$ cat src/rtl/cpu_pkg.sv
// Shared CPU definitions: instruction width, NOP word and
// fetch-controller state encoding.
package cpu_pkg;

  localparam int INST_W = 32;

  localparam logic [INST_W-1:0] NOP_INST = 32'h0000_0000;

  typedef enum logic [1:0] {
    S_IDLE = 2'd0,
    S_REQ  = 2'd1,
    S_HOLD = 2'd2
  } state_e;

endpackage

$ cat src/rtl/fetch_timeout_ctr.sv
// Saturating wait-state counter for instruction fetches.
// tc flags the last permitted REQ cycle.
module fetch_timeout_ctr #(
  parameter int TIMEOUT = 15,
  localparam int W = $clog2(TIMEOUT + 1)
) (
  input  logic clk,
  input  logic rst_n,
  input  logic clr,
  input  logic en,
  output logic tc
);

  logic [W-1:0] cnt;

  always_ff @(posedge clk or negedge rst_n) begin
    if (!rst_n) begin
      cnt <= '0;
    end else if (clr) begin
      cnt <= '0;
    end else if (en && (cnt != {W{1'b1}})) begin
      cnt <= cnt + 1'b1;
    end
  end

  assign tc = (cnt == W'(TIMEOUT - 1));

endmodule

$ cat src/rtl/imem_fetch_ctrl.sv
// Instruction-memory fetch controller between Fetch and Decode:
// req/ack memory access, redirect cancel, misalign/timeout NOPs.
module imem_fetch_ctrl
  import cpu_pkg::*;
#(
  parameter int ADDR_W = 32,
  parameter int TIMEOUT = 15,
  parameter logic [31:0] NOP_INST = cpu_pkg::NOP_INST
) (
  input  logic              clk,
  input  logic              rst_n,
  input  logic [31:0]       pc_addr,
  input  logic              pc_valid,
  input  logic              redirect,
  output logic              pc_stall,
  output logic              mem_req,
  output logic [ADDR_W-1:0] mem_addr,
  input  logic [31:0]       mem_rdata,
  input  logic              mem_ack,
  output logic [31:0]       inst,
  output logic [31:0]       inst_pc,
  output logic              inst_valid,
  input  logic              inst_ready,
  output logic              misalign_err,
  output logic              bus_err
);

  state_e state;
  logic   drop;
  logic   accept;
  logic   aligned;
  logic   start;
  logic   tc;

  assign aligned  = (pc_addr[1:0] == 2'b00);
  assign accept   = (state == S_IDLE) ||
                    ((state == S_HOLD) && inst_ready && !redirect);
  assign pc_stall = pc_valid && !accept;
  assign start    = accept && pc_valid && aligned;

  fetch_timeout_ctr #(
    .TIMEOUT(TIMEOUT)
  ) u_ctr (
    .clk  (clk),
    .rst_n(rst_n),
    .clr  (start),
    .en   (state == S_REQ),
    .tc   (tc)
  );

  always_ff @(posedge clk or negedge rst_n) begin
    if (!rst_n) begin
      state        <= S_IDLE;
      mem_req      <= 1'b0;
      mem_addr     <= '0;
      inst         <= NOP_INST;
      inst_pc      <= '0;
      inst_valid   <= 1'b0;
      misalign_err <= 1'b0;
      bus_err      <= 1'b0;
      drop         <= 1'b0;
    end else begin
      unique case (state)
        S_REQ: begin
          // an ack coinciding with the timeout still delivers data
          if (mem_ack || tc) begin
            mem_req <= 1'b0;
            drop    <= 1'b0;
            if (drop || redirect) begin
              state <= S_IDLE;
            end else begin
              state        <= S_HOLD;
              inst_valid   <= 1'b1;
              inst         <= mem_ack ? mem_rdata : NOP_INST;
              bus_err      <= !mem_ack;
              misalign_err <= 1'b0;
            end
          end else if (redirect) begin
            drop <= 1'b1;
          end
        end
        default: begin
          if ((state == S_HOLD) && redirect) begin
            inst_valid <= 1'b0;
            state      <= S_IDLE;
          end else if (accept) begin
            if (!pc_valid) begin
              inst_valid <= 1'b0;
              state      <= S_IDLE;
            end else if (aligned) begin
              mem_req      <= 1'b1;
              mem_addr     <= pc_addr[ADDR_W-1:0];
              inst_pc      <= pc_addr;
              inst_valid   <= 1'b0;
              misalign_err <= 1'b0;
              bus_err      <= 1'b0;
              state        <= S_REQ;
            end else begin
              inst         <= NOP_INST;
              inst_pc      <= pc_addr;
              misalign_err <= 1'b1;
              bus_err      <= 1'b0;
              inst_valid   <= 1'b1;
              state        <= S_HOLD;
            end
          end
        end
      endcase
    end
  end

endmodule

$ cat config.mk
export PLATFORM = sky130hd
export DESIGN_NAME = imem_fetch_ctrl
export DESIGN_NICKNAME = d
export VERILOG_FILES = /design/src/rtl/cpu_pkg.sv /design/src/rtl/fetch_timeout_ctr.sv /design/src/rtl/imem_fetch_ctrl.sv
export SDC_FILE = /design/constraint.sdc
export NUM_CORES = 1
export LEC_CHECK = 0
export CAP_MARGIN = 10
export CORE_MARGIN = 5
export CORE_UTILIZATION = 48
export CTS_BUF_LIST = sky130_fd_sc_hd__clkbuf_2 sky130_fd_sc_hd__clkbuf_4 sky130_fd_sc_hd__clkbuf_8
export DETAILED_ROUTE_END_ITERATION = 10
export GPL_TIMING_DRIVEN = 0
export MAX_ROUTING_LAYER = met4
export PLACE_DENSITY_LB_ADDON = 0.15
export SETUP_SLACK_MARGIN = 0.02
export SLEW_MARGIN = 20
export SYNTH_ARGS = -nofsm -noshare
export SYNTH_HDL_FRONTEND = slang
export SYNTH_SLANG_ARGS = --single-unit
$ cat constraint.sdc
create_clock -name clk -period 5 [get_ports clk]
set_input_delay 1.5 -clock clk [delete_from_list [all_inputs] [get_ports clk]]
set_output_delay 1.5 -clock clk [all_outputs]
set_load 0.03 [all_outputs]
**Run 1: where the registers sit**

The bar under the picture is 20 microns long.
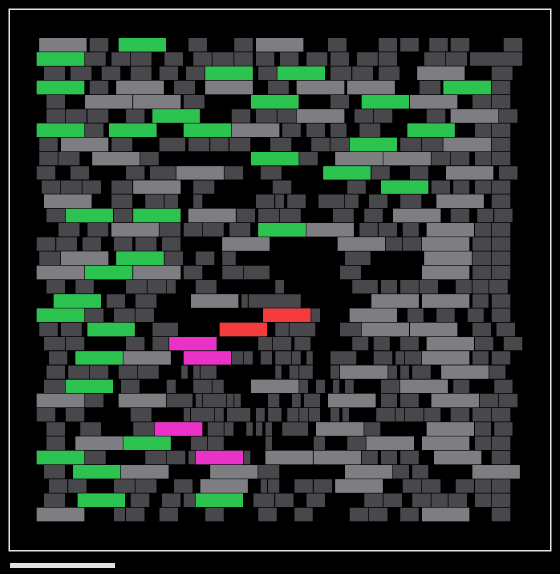
| signal | color | placed flops |
|---|---|---|
| `state` | red | 2 |
| `u_ctr.cnt` | magenta | 4 |
| `mem_addr` | green | 32 |
not colored: 69

**Run 1: the clock network**

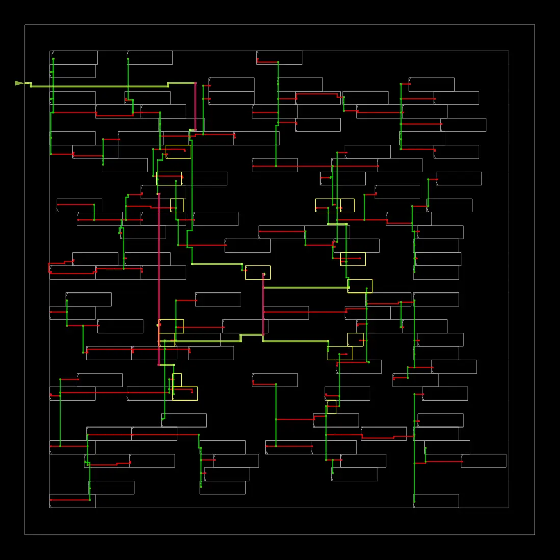
Num CTS Buffers: 9
Clock Latency Late Sink: 0.35 ns
clock buffers: 9
seq_cells: 107

==> results.sh, run 1 <==
# yosys + openroad results
export IMPL_status="complete, no violations"
export IMPL_routed_wl_microns=10200
export IMPL_top_area_cell_class="registers"
export IMPL_hold_buffers=0
export IMPL_crit_chain="clkdlybuf4s50_1 -> nand2b_4 -> a21oi_1 -> nor2b_1 -> clkdlybuf4s50_1"
export IMPL_reg_largest_list="inst: 32 flops, inst_pc: 32 flops, mem_addr: 32 flops"
export IMPL_top_layer="met4"
export IMPL_dieWidth_microns=103
export IMPL_numPortBuffers=169
export IMPL_critPathMostFrequentCell="clkdlybuf4s50_1"
export IMPL_synth_avg_cell_area_sq_um=15.1
export IMPL_diodes=0
export IMPL_tightest_slew_ns=0.448
export IMPL_min_delay_start="mem_addr[20]"
export IMPL_min_path_cells=1
export IMPL_seq_share_pct=43.2
export IMPL_min_period_ns=4.55
export IMPL_cts_tree="done"
export IMPL_cts_resized=0
export IMPL_finalInstanceArea_sq_mm=0.00619
export IMPL_final_cell_mix="clkdlybuf4s50_1 (168), dfrtp_1 (107), mux2_2 (52), a22o_1 (32), nor2_1 (13)"
export IMPL_ff2ff_path_depth=7
export IMPL_pg_comb_uw=1930
export IMPL_num_rows=34
export IMPL_drt_met1_wl_microns=4300
export IMPL_syn_num_nets=348
export IMPL_fill_cells=622
export IMPL_endpoint="pc_stall"
export IMPL_synth_xor_area_share_pct=0.630
export IMPL_logic_area_sq_mm=0.00137
export IMPL_nonClkBufAreaFrac_pct=29.6
export IMPL_synthAoiAreaFrac_pct=10.2
export IMPL_yosysMostFrequentCell="dfrtp_1"
export IMPL_first_pass_iters=4
export IMPL_ys_top_cells_by_count="dfrtp_1 (107), mux2_2 (52), a22o_1 (32)"
export IMPL_routedWlPerCell_microns=17.9
export IMPL_crit_fanout=4
export IMPL_maxSlewViolCount=0
export IMPL_dr_first_iter_drc_count=67
export IMPL_p_per_area_mw_per_mm2=610
export IMPL_worst_ir_drop_vdd_uv=403
export IMPL_sh_comb_area_pct=22.1
export IMPL_synth_area_sq_mm=0.00417
export IMPL_comb_multi_input_count=150
export IMPL_cts_max_level=3
**Run 1: clock network drawn from the DEF**

The bar under the picture is 20 microns long.
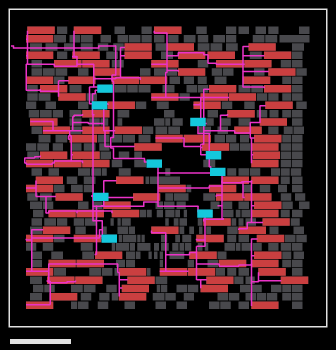
[flip-flops] red | count: 107
[clock wires] magenta | length: 1140 microns
[clock drivers] cyan | count: 9
flops lie: widely spread
Power Clock: 462 uW
Clock Skew: 0.0123 ns
clock share of power: 12.2%

**Run 1: cell classes on the final placement**

Fill, decap, tap and diode cells in gray.
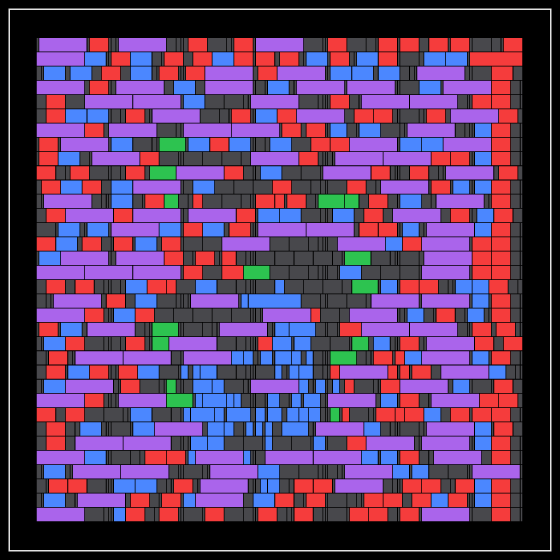

==> inputs of run 2 (changes only) <==
CORE_ASPECT_RATIO = 0.5   (was default)
HOLD_SLACK_MARGIN = 0.05   (was default)
TNS_END_PERCENT = 1   (was default)
**Run 2: cell classes on the final placement**

Fill, decap, tap and diode cells in gray.
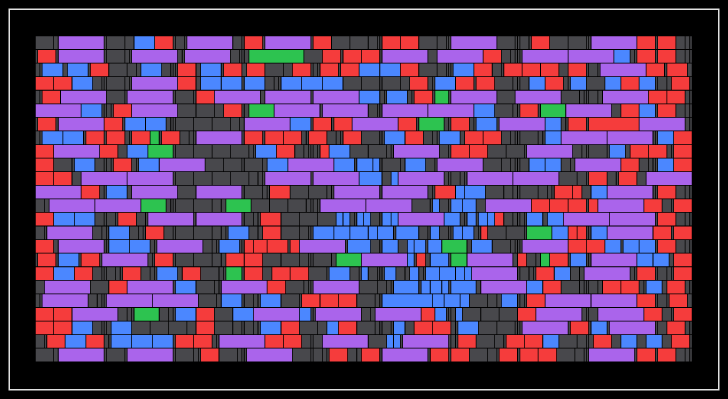
| class | color | cells | share of their area |
|---|---|---|---|
| combinational and other logic | blue | 152 | 23% |
| remaining buffers and delay cells | red | 187 | 30% |
| clock drivers and dummy loads | green | 16 | 3.3% |
| sequential cells | purple | 107 | 44% |

==> run 2 against run 1 <==
Final cell count rose by 1.8%; die size rose by 1.1%; wire length grew 5.5%; sequential power barely moved; core utilization grew 0.60 points; combinational power about the same; clock power rose by 16%; sequential cell count unchanged; register-to-register slack improved by 0.04 ns; power rose by 2.2%; non-clock buffer count did not move; worst setup slack gained 0.062 ns; largest cell class unchanged; largest power group unchanged; highest routed layer unchanged.
==> results.sh, run 2 <==
# yosys + openroad results
export IMPL_top_layer="met4"
export IMPL_met3_wirelength_microns=797
export IMPL_dieWidth_microns=142
export IMPL_synth_xor_area_share_pct=0.630
export IMPL_worst_ir_drop_vdd_uv=493
export IMPL_die_area_sq_mm=0.0108
export IMPL_dp_hpwl_microns=8120
export IMPL_skew_ns=0.00743
export IMPL_status="complete, no violations"
export IMPL_drt_met1_wl_microns=4630
export IMPL_logic_area_sq_mm=0.00137
export IMPL_routedWlPerCell_microns=18.6
export IMPL_diodes=0
export IMPL_ant_nets=0
export IMPL_synth_area_sq_mm=0.00417
export IMPL_cts_resized=0
export IMPL_clock_latency_ns=0.37
export IMPL_p_clk_uw=535
export IMPL_dr_first_iter_drc_count=97
export IMPL_cts_max_level=3
export IMPL_sh_comb_area_pct=22.0
export IMPL_ys_area_sq_mm=0.00417
export IMPL_fin_util_pct=72.7
export IMPL_ff2ff_path_depth=7
export IMPL_cts_buffer_depth=2
export IMPL_cts_buffers=9
export IMPL_yosysMostFrequentCell="dfrtp_1"
export IMPL_min_period_ns=4.49
export IMPL_maxSlewViolCount=0
export IMPL_finalInstanceArea_sq_mm=0.00624
export IMPL_clk_pin_slew_ns=0.09
export IMPL_min_path_cells=1
export IMPL_endpoint="pc_stall"
export IMPL_setup_tns_ns=0
export IMPL_p_per_area_mw_per_mm2=618
export IMPL_hold_buffers=0
export IMPL_pg_comb_uw=1940
export IMPL_rr_endpoint="inst[3]"
export IMPL_seq_share_pct=42.9
export IMPL_nonClkBufAreaFrac_pct=29.4
export IMPL_hold_class="reg -> reg"
export IMPL_critical_path_startpoint="inst_ready"
export IMPL_syn_num_nets=348
export IMPL_reg_largest_list="inst: 32 flops, inst_pc: 32 flops, mem_addr: 32 flops"
export IMPL_routed_wl_microns=10800
export IMPL_tightest_slew_ns=0.515
export IMPL_nClkBuffers=10
export IMPL_comb_multi_input_count=150
export IMPL_rsz0062_at_grt="false"
export IMPL_critPathMostFrequentCell="clkdlybuf4s50_1"
export IMPL_num_rows=24
export IMPL_synthAoiAreaFrac_pct=10.2
export IMPL_final_cell_mix="clkdlybuf4s50_1 (168), dfrtp_1 (107), mux2_2 (52), a22o_1 (32), nor2_1 (13)"
export IMPL_min_delay_start="mem_addr[15]"
export IMPL_fp_dieH_microns=75.9
export IMPL_crit_fanout=4
export IMPL_overflow=0
export IMPL_synth_avg_cell_area_sq_um=15.1
export IMPL_crit_chain="clkdlybuf4s50_1 -> nand2b_4 -> a21oi_1 -> nor2b_1 -> clkdlybuf4s50_1"
export IMPL_fill_cells=582
export IMPL_seq_cell_count=107
export IMPL_route_detailed_drc=0
export IMPL_crit_buf_inv=2
export IMPL_top_area_cell_class="registers"
export IMPL_numPortBuffers=169
export IMPL_cts_tree="done"
export IMPL_seqPwrFrac_pct=36.0
export IMPL_first_pass_iters=4
export IMPL_fin_crit_sh_pct=89.7
export IMPL_combPwrFrac_pct=50.2
export IMPL_pwr_share_clk_pct=13.9
**Run 2: clock network drawn from the DEF**

The bar under the picture is 50 microns long.
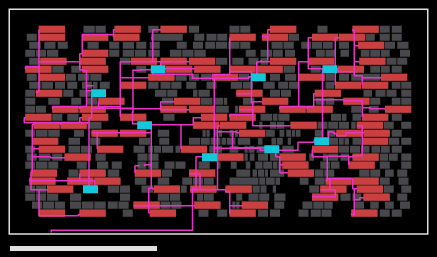

==> inputs of run 3 (changes only) <==
CORE_MARGIN = 4   (was 5)
MAX_ROUTING_LAYER = default   (was met4)
**Run 3: clock network drawn from the DEF**

The bar under the picture is 50 microns long.
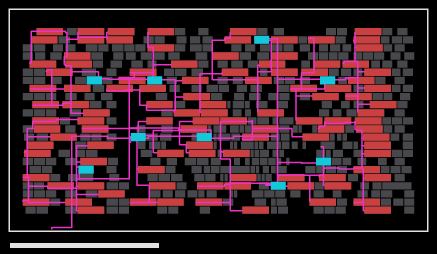
[clock drivers] cyan | count: 9
[clock wires] magenta | length: 1200 microns
[flip-flops] red | count: 107
flops lie: widely spread
routed clock nets: 10
Clock Skew: 0.00756 ns
Power Clock: 514 uW
clock share of power: 13.4%
Clock Latency Late Sink: 0.37 ns

==> run 3 against run 2 <==
Worst setup slack got worse by 0.061 ns; final area shrank 0.16%; sequential cell count unchanged; clock-buffer cell count rose by 2; synthesized cell count did not move; via count rose by 0.27%; register-to-register slack worse by 0.02 ns; core utilization up 3.0 points; fmax shrank 1.4%; power down 0.32%; clock power down 3.9%; die size shrank 4.0%.
==> results.sh, run 3 <==
# yosys + openroad results
export IMPL_seqPwrFrac_pct=36.1
export IMPL_first_pass_iters=4
export IMPL_cts_tree="done"
export IMPL_yosysMostFrequentCell="dfrtp_1"
export IMPL_synthAoiAreaFrac_pct=10.2
export IMPL_min_path_cells=1
export IMPL_synth_xor_area_share_pct=0.630
export IMPL_ys_top_cells_by_count="dfrtp_1 (107), mux2_2 (52), a22o_1 (32)"
export IMPL_nonClockInverterCount=2
export IMPL_grtUsageMet3_pct=9.04
export IMPL_top_layer="met4"
export IMPL_min_period_ns=4.55
export IMPL_cts_buffer_depth=2
export IMPL_cts_resized=0
export IMPL_critical_path_startpoint="inst_ready"
export IMPL_cts_max_level=3
export IMPL_synthSimpleGateAreaFrac_pct=3.90
export IMPL_logic_area_sq_mm=0.00137
export IMPL_ioPinCount=171
export IMPL_synth_avg_cell_area_sq_um=15.1
export IMPL_status="complete, no violations"
export IMPL_clk_pin_slew_ns=0.09
export IMPL_reg_largest_list="inst: 32 flops, inst_pc: 32 flops, mem_addr: 32 flops"
export IMPL_synth_top_cell_area_share_pct=64.2
export IMPL_syn_num_nets=348
export IMPL_critPathMostFrequentCell="clkdlybuf4s50_1"
export IMPL_drt_met1_wl_microns=4300
export IMPL_worst_ir_drop_vdd_uv=423
export IMPL_nClkBuffers=12
export IMPL_fill_cells=543
export IMPL_cts_buffers=9
export IMPL_sh_comb_area_pct=22.0
export IMPL_synth_area_sq_mm=0.00417
export IMPL_overflow=0
export IMPL_numPortBuffers=169
export IMPL_p_per_area_mw_per_mm2=617
export IMPL_setup_tns_ns=0
export IMPL_hold_class="reg -> reg"
export IMPL_met3_wirelength_microns=963
export IMPL_route_detailed_drc=0
export IMPL_final_cell_mix="clkdlybuf4s50_1 (168), dfrtp_1 (107), mux2_2 (52), a22o_1 (32), nor2_1 (13)"
export IMPL_comb_multi_input_count=150
export IMPL_crit_fanout=4
export IMPL_fp_dieH_microns=73.9
export IMPL_tightest_slew_ns=0.481
export IMPL_crit_chain="clkdlybuf4s50_1 -> nand2b_4 -> a21oi_1 -> nor2b_1 -> clkdlybuf4s50_1"
export IMPL_routed_wl_microns=10700
export IMPL_maxSlewViolCount=0
export IMPL_dr_first_iter_drc_count=69
export IMPL_num_rows=23
export IMPL_cts_sinks=107
export IMPL_pg_comb_uw=1940
export IMPL_seq_share_pct=43.0
export IMPL_drive_gt1_share_pct=19.5
export IMPL_ys_area_sq_mm=0.00417
export IMPL_seq_cell_count=107
export IMPL_dp_hpwl_microns=8060
export IMPL_routedWlPerCell_microns=18.7
export IMPL_hold_buffers=0
export IMPL_crit_buf_inv=2
export IMPL_endpoint="pc_stall"
export IMPL_nonClkBufAreaFrac_pct=29.4
export IMPL_ant_nets=0
export IMPL_rr_endpoint="inst[5]"
export IMPL_dieWidth_microns=140
export IMPL_die_area_sq_mm=0.0103
Power figures rest on the tool's default switching activity, not on a simulated workload.
